## config.mk

```make
export PLATFORM = sky130hd
export DESIGN_NAME = tdm_demux_16
export DESIGN_NICKNAME = d
export VERILOG_FILES = /design/src/rtl/tdm_demux_16.sv
export SDC_FILE = /design/constraint.sdc
export NUM_CORES = 1
export LEC_CHECK = 0
export ABC_AREA = 1
export CAP_MARGIN = 40
export CORE_UTILIZATION = 35
export CTS_CLUSTER_SIZE = 25
export DETAILED_ROUTE_END_ITERATION = 16
export GPL_ROUTABILITY_DRIVEN = 0
export PLACE_DENSITY = 0.62
export REMOVE_ABC_BUFFERS = 1
export SKIP_CTS_REPAIR_TIMING = 1
export SLEW_MARGIN = 20
export SYNTH_ARGS = -nofsm -noshare
export SYNTH_HDL_FRONTEND = slang
export SYNTH_SLANG_ARGS = --single-unit
```

## constraint.sdc

```tcl
create_clock -name clk -period 3.56 [get_ports clk]
set_input_delay 0.356 -clock clk [delete_from_list [all_inputs] [get_ports clk]]
set_output_delay 0.356 -clock clk [all_outputs]
set_load 0.05 [all_outputs]
```

## src/rtl/tdm_demux_16.sv

```systemverilog
// tdm_demux_16: receive end of the 16-channel TDM link.
// Collects one serial bit per qualified slot, framed by a sync pulse on slot 0,
// and presents each completed frame as a parallel word with valid/ready.
// Ports:
//   clk, rst           rising-edge clock, asynchronous active-high reset
//   serial_in          channel bit for the current slot
//   bit_valid          serial_in / frame_sync qualifier
//   frame_sync         marks the slot-0 bit (sampled only with bit_valid)
//   data_outputs       last completed frame, bit k = channel k
//   out_valid          data_outputs holds an unconsumed frame
//   out_ready          downstream accepts data_outputs
//   select_line        slot index expected for the next bit
//   sync_error         one-cycle pulse: frame_sync arrived mid-frame
//   overrun            one-cycle pulse: completed frame dropped
module tdm_demux_16 #(
    parameter int unsigned SLOTS = 16,
    parameter int unsigned SEL_W = 4
) (
    input  logic             clk,
    input  logic             rst,
    input  logic             serial_in,
    input  logic             bit_valid,
    input  logic             frame_sync,
    output logic [SLOTS-1:0] data_outputs,
    output logic             out_valid,
    input  logic             out_ready,
    output logic [SEL_W-1:0] select_line,
    output logic             sync_error,
    output logic             overrun
);

    typedef enum logic {
        HUNT = 1'b0,
        RECV = 1'b1
    } state_t;

    localparam logic [SEL_W-1:0] LAST_SLOT = SEL_W'(SLOTS - 1);

    state_t             state_q, state_d;
    logic [SEL_W-1:0]   sel_q, sel_d;
    // Slot SLOTS-1 never lands in the shadow: it goes straight into the frame.
    logic [SLOTS-2:0]   shadow_q, shadow_d;
    logic [SLOTS-1:0]   data_q, data_d;
    logic               valid_q, valid_d;
    logic               sync_err_q, sync_err_d;
    logic               overrun_q, overrun_d;
    logic               complete_c;
    logic [SLOTS-1:0]   frame_c;

    // Candidate frame if the current bit is the last slot.
    assign frame_c = {serial_in, shadow_q};

    // State and datapath registers.
    always_ff @(posedge clk or posedge rst) begin
        if (rst) begin
            state_q    <= HUNT;
            sel_q      <= '0;
            shadow_q   <= '0;
            data_q     <= '0;
            valid_q    <= 1'b0;
            sync_err_q <= 1'b0;
            overrun_q  <= 1'b0;
        end else begin
            state_q    <= state_d;
            sel_q      <= sel_d;
            shadow_q   <= shadow_d;
            data_q     <= data_d;
            valid_q    <= valid_d;
            sync_err_q <= sync_err_d;
            overrun_q  <= overrun_d;
        end
    end

    // Next-state: slot tracking, shadow fill, output handshake.
    always_comb begin
        state_d    = state_q;
        sel_d      = sel_q;
        shadow_d   = shadow_q;
        data_d     = data_q;
        valid_d    = valid_q;
        sync_err_d = 1'b0;
        overrun_d  = 1'b0;
        complete_c = 1'b0;

        if (bit_valid) begin
            case (state_q)
                HUNT: begin
                    if (frame_sync) begin
                        shadow_d    = '0;
                        shadow_d[0] = serial_in;
                        sel_d       = SEL_W'(1);
                        state_d     = RECV;
                    end
                end
                RECV: begin
                    if (frame_sync) begin
                        // Resync: drop the partial frame and restart at slot 1.
                        shadow_d    = '0;
                        shadow_d[0] = serial_in;
                        sel_d       = SEL_W'(1);
                        sync_err_d  = 1'b1;
                    end else if (sel_q == LAST_SLOT) begin
                        complete_c = 1'b1;
                        sel_d      = '0;
                        state_d    = HUNT;
                    end else begin
                        shadow_d[sel_q] = serial_in;
                        sel_d           = sel_q + SEL_W'(1);
                    end
                end
                default: state_d = HUNT;
            endcase
        end

        // A completed frame loads only if the output slot is free or draining now.
        if (complete_c) begin
            if (!valid_q || out_ready) begin
                data_d  = frame_c;
                valid_d = 1'b1;
            end else begin
                overrun_d = 1'b1;
            end
        end else if (valid_q && out_ready) begin
            valid_d = 1'b0;
        end
    end

    assign data_outputs = data_q;
    assign out_valid    = valid_q;
    assign select_line  = sel_q;
    assign sync_error   = sync_err_q;
    assign overrun      = overrun_q;

endmodule

```

### Drive-strength map

Scale: 6 px per um.
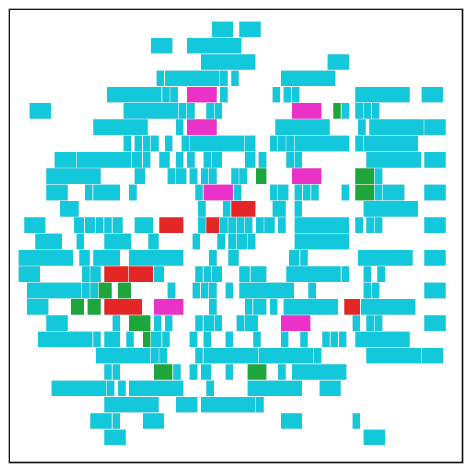
| size | color | cells | share |
|---|---|---|---|
| _0 and _1 cells | cyan | 233 | 90% |
| _2 cells | green | 12 | 4.6% |
| _6 and larger | magenta | 7 | 2.7% |
| _3 and _4 cells | red | 7 | 2.7% |
post-route cell area: 2312 sq um
final worst slack: 1424 ps
Area growth syn-to-layout: 22.95%
buffers outside the clock class: 29

### Routing congestion

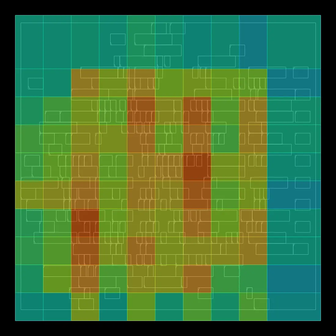
Global Route Usage Sum: 14.71%
routing usage on met3: 3.968%
busiest layer in global routing: met2
Post-Route Utilization: 44.99%
met1 Usage GRT: 20.83%

### Gate families picked out

Scale: 6 px per um.
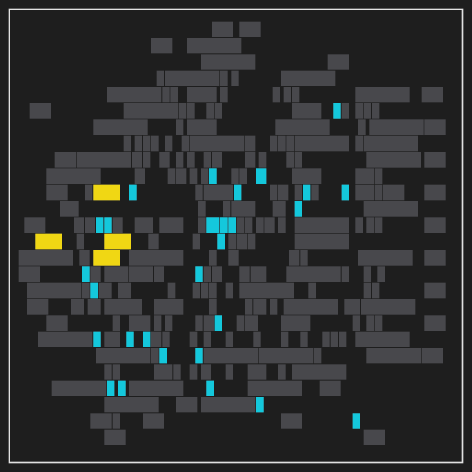
| family | color | cells |
|---|---|---|
| adder and majority cells | yellow | 4 |
| inverters | cyan | 28 |

### M2 wires

Scale: 4 px per um.
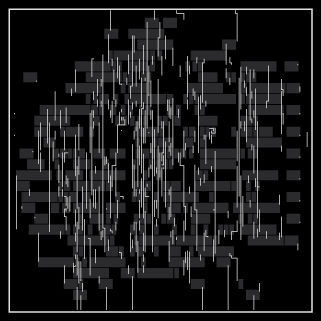
wire length on this layer: 1540 um
main direction: vertical
nets with wire on the layer: 200
longest straight run: 43.3 um
Routed WL: 3.548 mm
Via Count: 1457
met2 Usage GRT: 21.92%

### Met3 routing

Scale: 4 px per um.
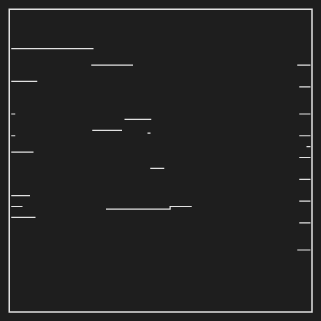
nets with wire on the layer: 22
share of all routed wire: 3.4%
longest straight run: 20.2 um
wire length on this layer: 119 um

==> impl_metrics.csv <==
group,metric,value,unit
status,status,"finished clean",
clocking,clk_latency,290,ps
clocking,path_clk_slew,80,ps
worst_setup_path,r2r-end,"data_outputs[11]",
power,total_power,984.9,uW
worst_setup_path,worst-r2r-setup-slack,1580,ps
flow_run,timing.max_cap.violations,0,
layout,stdcell_count,329,
layout,sh_seq_area,42.21,%
sta,setup_violations,0,
layout,seqCellArea,975.9,sq um
flow_run,warnings,28,
sta,drv_slew,0,
placement,dp_hpwl,2.609,mm
layout,comb_area_share,32.52,%
layout,fillers,545,
layout,nNetsFinal,268,
routing,drc,0,
layout,layout.cells.most_common,"nand2_1",
layout,logic_gates,155,
power,p_switching,289.3,uW
clocking,cts_made_buffers,5,
layout,ff_count,39,
layout,inverters,28,
sta,fin_skew,7.975,ps
clocking,cts_tree,"built",
layout,comb_area,752.0,sq um
worst_setup_path,max_stage_delay,880,ps
placement,placed_cell_area,2212,sq um
layout,largest_class,"registers",
worst_hold_path,hp-class,"in2async",
worst_setup_path,worstSetupPathType,"reg2out",
placement,port_buffers,28,
sta,max_slew_margin,53.17,%
clocking,cts_sinks,39,
sta,finalHoldViolCount,0,
power,clockPowerShare,32.5,%
global_route,grt_start_max_net_pins,22,
power,p_sw_share,29.37,%
worst_setup_path,cp-start-kind,"flip-flop",
yosys,yosys_area,1881,sq um
layout,bufAreaShareNonClock,12.45,%
routing,drt_iter0_markers,65,
sta,final.min_clock_period,2136,ps
sta,worst_pin_slew,701.7,ps
global_route,overflow,0,
yosys,synth-seq-area-share,51.90,%
worst_setup_path,cp_slowest_cell,"clkdlybuf4s50_1",
global_route,grt_pass1_vias,1338,
global_route,antenna_found_initial,0,
yosys,postSynthAreaPerCell,8.248,sq um
floorplan,io_pins,29,
worst_setup_path,rr_startpoint,"select_line[1]",
power,powerDensity,425.9,nW/um^2
floorplan,die_area,5670,sq um
routing,drt-wirelength-per-cell,10.78,um
yosys,synth_flops,39,
routing,drt_pre_antenna_iters,4,
power,peakVddDrop,0.0002294,V
worst_setup_path,endpoint,"select_line[3]",
power,combPwrFrac,17.9,%
worst_setup_path,end_kind,"primary output",
worst_setup_path,startpoint,"select_line[3]",
sta,finalSetupTns,0,ps
floorplan,n_tap_cell,70,
floorplan,fp-utilization,36.59,%
yosys,netlist_instances,228,
clocking,clockRootBuffer,"clkbuf_8",
placement,dp_cells,321,
sta,max_freq,0.4682,GHz
power,seqPwrFrac,49.6,%
routing,ant_nets,0,
floorplan,core_area,5140,sq um
worst_setup_path,cp.buffers_inverters,1,
worst_setup_path,cp.required,3200,ps
routing,vias_per_cell,4.429,
layout,most-common-layout-cells,"86 x nand2_1, 39 x dfrtp_1, 28 x clkdlybuf4s50_1",
clocking,clock_path_buffers,2,
layout,drive_gt1_share,10.04,%
clocking,cts_max_level,2,
worst_setup_path,cp_top_family,"buffers and inverters",
floorplan,die_y,75.30,um
yosys,synth_area,1881,sq um
worst_setup_path,crit_arrival,1780,ps
sta,fin_crit_sh,59.99,%
layout,n_antenna_cell,0,
worst_setup_path,crit_path_cell_trace,"clkdlybuf4s50_1",
layout,clk_share,4.329,%
yosys,yosysWarnings,0,
power,power.leakage,0.001172,uW
yosys,synth_stat.cells,228,
floorplan,die_w,75.30,um
layout,clock_buffers,8,
yosys,ys_types,26,
sta,rsz0062_at_grt,"false",
floorplan,rows,26,
worst_setup_path,critPathMaxFanout,11,
global_route,grt_pass1_wl,6.203,mm
worst_setup_path,cp.depth,1,
worst_setup_path,reg2reg_depth,7,
power,p_int,695.6,uW
## cells in the mapped netlist, drive strengths merged
cell	number	area share (%)
a21oi	1	0.27
xor2	2	0.93
nand2	93	21
nor3	1	0.27
dfrtp	39	52
o22ai	2	0.67
nor2	21	4.3
clkinv	1	0.27
nand3	9	3.3
o211ai	2	0.80
inv	27	5.5
buf	6	2.3
o21ai	19	5.9
ha	4	2.7
nand4	1	0.33
## worst reg2reg max path, delay by kind of cell, from the launching register on
family | cells | cell delay (ps)
simple gates | 5 | 810
buf+inv | 1 | 360
fa+ha+maj | 1 | 320
flops | 1 | 420
## kinds of logic after synthesis
group                      Yosys count  share of synthesized area [%]
DFF                                 39                          51.90
adders and majority gates            4                          2.661
xor gates and xnor gates             2                         0.9316
buffers and inverters               34                          8.117
and+or+nand+nor                    125                          28.81
AOI/OAI and AO/OA                   24                          7.584
## registers in the layout, summed over array words and instances, names as in the netlist
| register | count |
|---|---|
| data_outputs | 16 |
| shadow_q | 15 |
| select_line | 4 |
| out_valid | 1 |
| overrun | 1 |
| state_q | 1 |
| sync_error | 1 |
## power by group through the flow
stage	Combinational [uW]	Sequential [uW]	Clock (uW)
4_1_cts	178	489	332
2_1_floorplan	97.0	523	0
3_3_place_gp	176	497	0
6_report	176	489	320
3_5_place_dp	177	498	0
5_1_grt	196	492	346
## per-stage QoR
stage	util (%)	setup slack, ps	hold slack, ps
5_1_grt	44.99	1340	503.1
3_5_place_dp	43.04	1382	463.7
2_1_floorplan	-	1586	442.1
4_1_cts	44.99	1399	482.5
6_report	44.99	1424	476.2
3_3_place_gp	43.04	1415	462.2
## per-layer routing
layer	part of all wire, %	global-route usage (%)	vias to the layer above
li1	-	-	767
met1	52	20.83	659
met2	43	21.92	27
met3	3.4	3.968	4
met4	1.1	4.938	0
met5	0	0	-
No activity file was given, so power comes from the tool's default toggle rates.
